Fig. 1: cell area per tile
The die is cut into 8 by 8 equal tiles; dark blue is low, red is high, 0 to 100% covered.
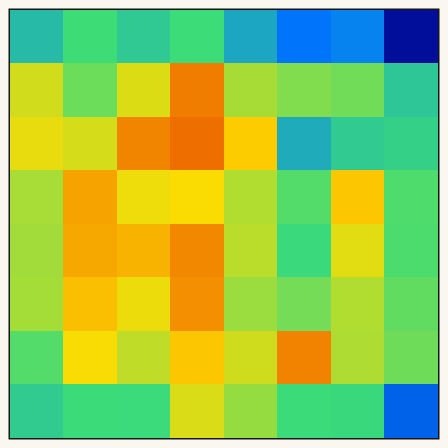
Fig. 2: routing congestion
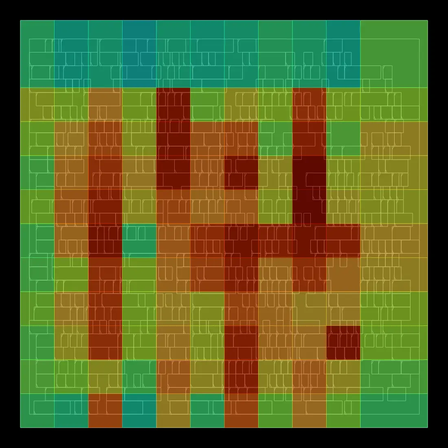
Fig. 3: selected gate families
The bar under the picture is 20 um long.
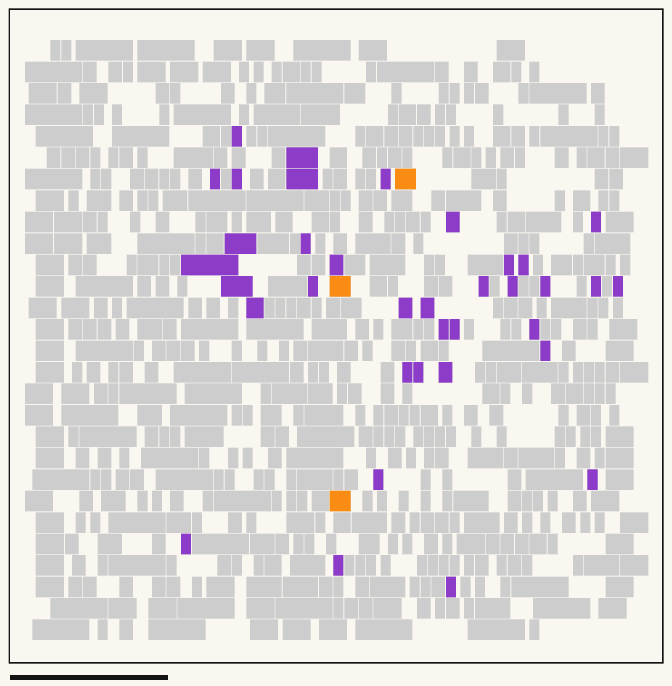
Fig. 4: clock distribution
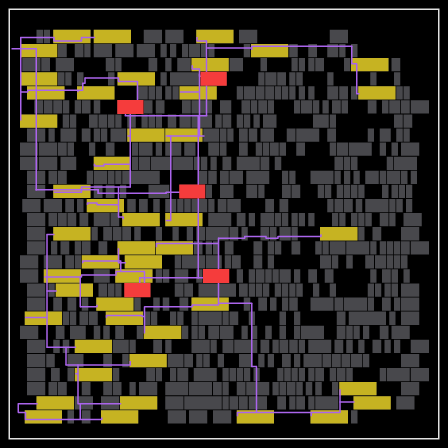
Fig. 5: signal wires by layer
The bar under the picture is 20 um long.
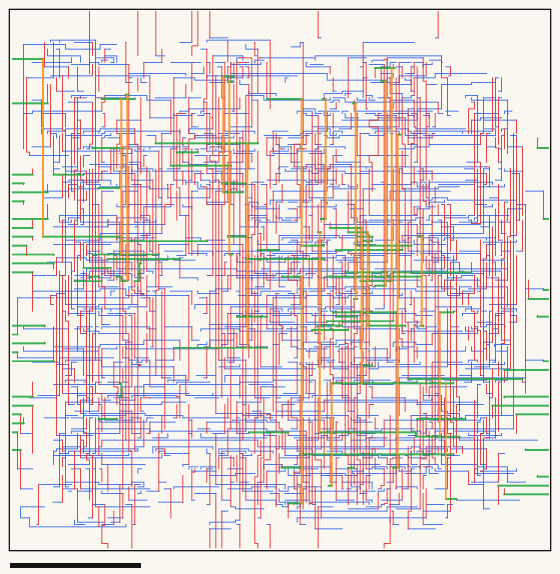
[config.mk]
export PLATFORM = sky130hd
export DESIGN_NAME = approx_mul_seq
export DESIGN_NICKNAME = d
export VERILOG_FILES = /design/src/rtl/approx_mul_seq.sv
export SDC_FILE = /design/constraint.sdc
export NUM_CORES = 1
export LEC_CHECK = 0
export ABC_AREA = 1
export CORE_MARGIN = 1.5
export CORE_UTILIZATION = 55
export DETAILED_ROUTE_END_ITERATION = 10
export GPL_TIMING_DRIVEN = 0
export MAX_ROUTING_LAYER = met4
export PLACE_DENSITY_LB_ADDON = 0.15
export SETUP_SLACK_MARGIN = 0.2
export SLEW_MARGIN = 20
export SYNTH_ARGS = -nofsm -noshare
export SYNTH_HDL_FRONTEND = slang
export SYNTH_SLANG_ARGS = --single-unit
[constraint.sdc]
create_clock -name clk -period 2.7 [get_ports clk]
set_clock_uncertainty 0.2 [all_clocks]
set_input_delay 0.27 -clock clk [delete_from_list [all_inputs] [get_ports clk]]
set_output_delay 0.27 -clock clk [all_outputs]
set_load 0.02 [all_outputs]
[src/rtl/approx_mul_seq.sv]
// ----------------------------------------------------------------------------
// approx_mul_seq
//
// Sequential 8x8 unsigned multiplier built around one shared external 4x4
// multiplier. The four nibble partial products are issued one per cycle and
// summed into a 16-bit accumulator. In approximate mode the low-by-low partial
// product is skipped, which saves one cycle.
//
// Ports
//   clk        : clock, all state changes on the rising edge
//   rst_n      : synchronous active-low reset
//   in_valid   : operand pair offered
//   in_ready   : operand pair accepted this cycle (IDLE only)
//   a, b       : 8-bit unsigned operands
//   approx     : 1 = omit a[3:0]*b[3:0]
//   mul_a/b    : nibbles to the external 4x4 multiplier
//   mul_en     : mul_a/mul_b carry a live step
//   mul_p      : combinational 8-bit product from the external multiplier
//   out_valid  : r holds a completed result
//   out_ready  : consumer takes r this cycle
//   r          : accumulated product
//
// state | meaning
// ------+---------------------------------------------------------------
// IDLE  | waiting for an operand pair, in_ready high
// LL    | a[3:0] * b[3:0], added unshifted
// HL    | a[7:4] * b[3:0], added << 4 (first step in approx mode)
// LH    | a[3:0] * b[7:4], added << 4
// HH    | a[7:4] * b[7:4], added << 8
// DONE  | result presented, held until out_ready
// ----------------------------------------------------------------------------
module approx_mul_seq (
    input  logic        clk,
    input  logic        rst_n,
    input  logic        in_valid,
    output logic        in_ready,
    input  logic [7:0]  a,
    input  logic [7:0]  b,
    input  logic        approx,
    output logic [3:0]  mul_a,
    output logic [3:0]  mul_b,
    output logic        mul_en,
    input  logic [7:0]  mul_p,
    output logic        out_valid,
    input  logic        out_ready,
    output logic [15:0] r
);

    typedef enum logic [2:0] {
        IDLE = 3'd0,
        LL   = 3'd1,
        HL   = 3'd2,
        LH   = 3'd3,
        HH   = 3'd4,
        DONE = 3'd5
    } state_t;

    state_t      state;
    logic [7:0]  a_q;
    logic [7:0]  b_q;
    logic        approx_q;
    logic [15:0] acc;

    // mul_a/mul_b/mul_en are registered together with the state transition,
    // so during each step they already present that step's nibbles and the
    // external multiplier's product can be accumulated at the end of it.
    always_ff @(posedge clk) begin
        if (!rst_n) begin
            state     <= IDLE;
            a_q       <= 8'd0;
            b_q       <= 8'd0;
            approx_q  <= 1'b0;
            acc       <= 16'd0;
            in_ready  <= 1'b1;
            out_valid <= 1'b0;
            mul_en    <= 1'b0;
            mul_a     <= 4'd0;
            mul_b     <= 4'd0;
        end else begin
            case (state)
                IDLE: begin
                    if (in_valid) begin
                        a_q      <= a;
                        b_q      <= b;
                        approx_q <= approx;
                        acc      <= 16'd0;
                        in_ready <= 1'b0;
                        mul_en   <= 1'b1;
                        mul_b    <= b[3:0];
                        if (approx) begin
                            state <= HL;
                            mul_a <= a[7:4];
                        end else begin
                            state <= LL;
                            mul_a <= a[3:0];
                        end
                    end
                end
                LL: begin
                    acc   <= acc + {8'd0, mul_p};
                    state <= HL;
                    mul_a <= a_q[7:4];
                    mul_b <= b_q[3:0];
                end
                HL: begin
                    acc   <= acc + {4'd0, mul_p, 4'd0};
                    state <= LH;
                    mul_a <= a_q[3:0];
                    mul_b <= b_q[7:4];
                end
                LH: begin
                    acc   <= acc + {4'd0, mul_p, 4'd0};
                    state <= HH;
                    mul_a <= a_q[7:4];
                    mul_b <= b_q[7:4];
                end
                HH: begin
                    acc       <= acc + {mul_p, 8'd0};
                    state     <= DONE;
                    mul_en    <= 1'b0;
                    mul_a     <= 4'd0;
                    mul_b     <= 4'd0;
                    out_valid <= 1'b1;
                end
                DONE: begin
                    if (out_ready) begin
                        state     <= IDLE;
                        out_valid <= 1'b0;
                        in_ready  <= 1'b1;
                    end
                end
                default: begin
                    state     <= IDLE;
                    in_ready  <= 1'b1;
                    out_valid <= 1'b0;
                    mul_en    <= 1'b0;
                    mul_a     <= 4'd0;
                    mul_b     <= 4'd0;
                end
            endcase
        end
    end

    assign r = acc;

endmodule

==> reports/metrics.yaml <==
status: "complete, no violations"
ff_type: "dfxtp_1"
rrSetupSlack_ps: 510
cp_max_fo: 5
layout.cells.most_common: "nand2_1"
cts_setup_buffers: 0
grt_pass1_wl_um: 16200
layout_top_cells: "nand2_1 (174), inv_1 (70), nand3_1 (60), clkdlybuf4s50_1 (55), a21oi_1 (47)"
tool_warnings: 26
cts.path.max_buffers: 2
ys_area_sq_um: 3490
routed_wl_um: 10200
hold_start: "b_q[1]$_SDFFE_PN0P_"
drt_iter0_drc: 207
avgSynthCellArea_sq_um: 6.33
syn_nets: 606
fin_ws_ps: 406
synth-edff-count: 0
worst_slew_pin_slew_ps: 591
cts_root_buf: "clkbuf_8"
pin_count: 56
-- Fig. 1 (at the start) --
emptiest ninth of the die: upper right
tiles over 75% full: 20%
fullest tile: 87%
mean over tiles: 61%

-- Fig. 2 (at the start) --
WL/cell: 14.8 um
met1 Use GR: 0.361
met2 usage: 0.562
Core Util, Final: 0.701

-- Fig. 3 (at the start) --
[orange] AND-OR and OR-AND gates | cells: 3
[purple] NOR gates | cells: 36

-- Fig. 4 (at the start) --
[yellow] flip-flops | count: 46
[red] clock drivers | count: 5
[purple] clock wires | length: 632 um
routed clock nets: 6

-- Fig. 5 (at the start) --
[red] metal 2 | wire length: 4860 um
[green] metal 3 | wire length: 523 um
[blue] metal 1 | wire length: 4310 um
[orange] metal 4 | wire length: 510 um

-- state kept, by name, indices dropped and copies added (netlist names) --
register	flops
a_q	8
b_q	8
in_ready	1
mul_a	4
mul_b	4
mul_en	1
out_valid	1
r	16
state	3
-- layer usage --
layer	share of wire	global-route usage	wire length [um]
met3	0.051	0.0385	523
met2	0.48	0.562	4860
met5	0	-	0
met4	0.050	0.172	510
met1	0.42	0.361	4310
-- logic make-up (layout without fill, tap and decap cells) --
| family | after synthesis | count (layout) | synth area share |
|---|---|---|---|
| compound gates | 93 | 93 | 0.154 |
| xor+xnor | 2 | 2 | 0.00502 |
| fa+ha+maj | 26 | 26 | 0.0997 |
| buf+inv | 88 | 151 | 0.0997 |
| flops | 46 | 46 | 0.264 |
| simple gates | 296 | 296 | 0.378 |
-- power breakdown --
| group | internal [uW] | switching (uW) | total [uW] |
|---|---|---|---|
| logic | 355 | 596 | 951 |
| registers | 766 | 66.9 | 833 |
| clock network | 188 | 273 | 461 |
| total | 1310 | 936 | 2240 |
-- layout make-up --
type / instances / area [sq um] / share of cell area
well taps: 75 / 93.8 / 0.0222
clock buffers: 5 / 68.8 / 0.0163
multi-input cells: 417 / 2220 / 0.525
flip-flops and latches: 46 / 921 / 0.218
inverters: 77 / 294 / 0.0696
repair buffers: 55 / 551 / 0.130
clock inverters: 3 / 22.5 / 0.00533
plain buffers: 11 / 53.8 / 0.0127
-- through the flow --
step	total power [uW]	instance area (sq um)	utilization
floorplan	1450	3490	-
global placement	1750	4130	0.686
detailed placement	1780	4130	0.686
CTS	2230	4220	0.701
global route	2370	4220	0.701
finish	2240	4220	0.701
-- worst max path at each step --
stage,start,endpoint,slack [ps],cells past startpoint
2_1_floorplan,r[8]$_SDFFE_PN0P_,r[14]$_SDFFE_PN0P_,670,11
4_1_cts,mul_p[0],r[8]$_SDFFE_PN0P_,410,10
5_1_grt,mul_p[1],r[11]$_SDFFE_PN0P_,260,13
3_5_place_dp,mul_p[0],r[8]$_SDFFE_PN0P_,90,10
3_3_place_gp,mul_p[0],r[8]$_SDFFE_PN0P_,70,10
6_report,mul_p[0],r[8]$_SDFFE_PN0P_,410,10
-- Yosys cell counts, types with 3 or more instances --
| cell type | number | area, sq um |
|---|---|---|
| and2_1 | 4 | 25.0 |
| nor3_1 | 5 | 25.0 |
| nand3_1 | 60 | 300 |
| nand2_1 | 174 | 653 |
| clkbuf_1 | 4 | 15.0 |
| a31oi_1 | 3 | 18.8 |
| o2111ai_1 | 4 | 35.0 |
| o221ai_1 | 4 | 35.0 |
| nand3b_1 | 6 | 45.0 |
| buf_2 | 4 | 20.0 |
| nor2_1 | 25 | 93.8 |
| fa_1 | 3 | 60.1 |
| inv_2 | 5 | 18.8 |
| a21oi_1 | 47 | 235 |
| inv_1 | 70 | 263 |
| ha_1 | 23 | 288 |
| nor2_4 | 4 | 45.0 |
| o21ai_0 | 23 | 115 |
| nand4_1 | 12 | 75.1 |
| dfxtp_1 | 46 | 921 |
-- worst max-delay path: stages --
cell	delay (ps)
clkdlybuf4s50_1	480
ha_1	290
fa_1	470
nand3_1	100
nand3_1	110
xnor2_1	210
o21ai_0	110
nand3b_1	160
nand2_1	60
inv_1	40
Power figures rest on the tool's default switching activity, not on a simulated workload.
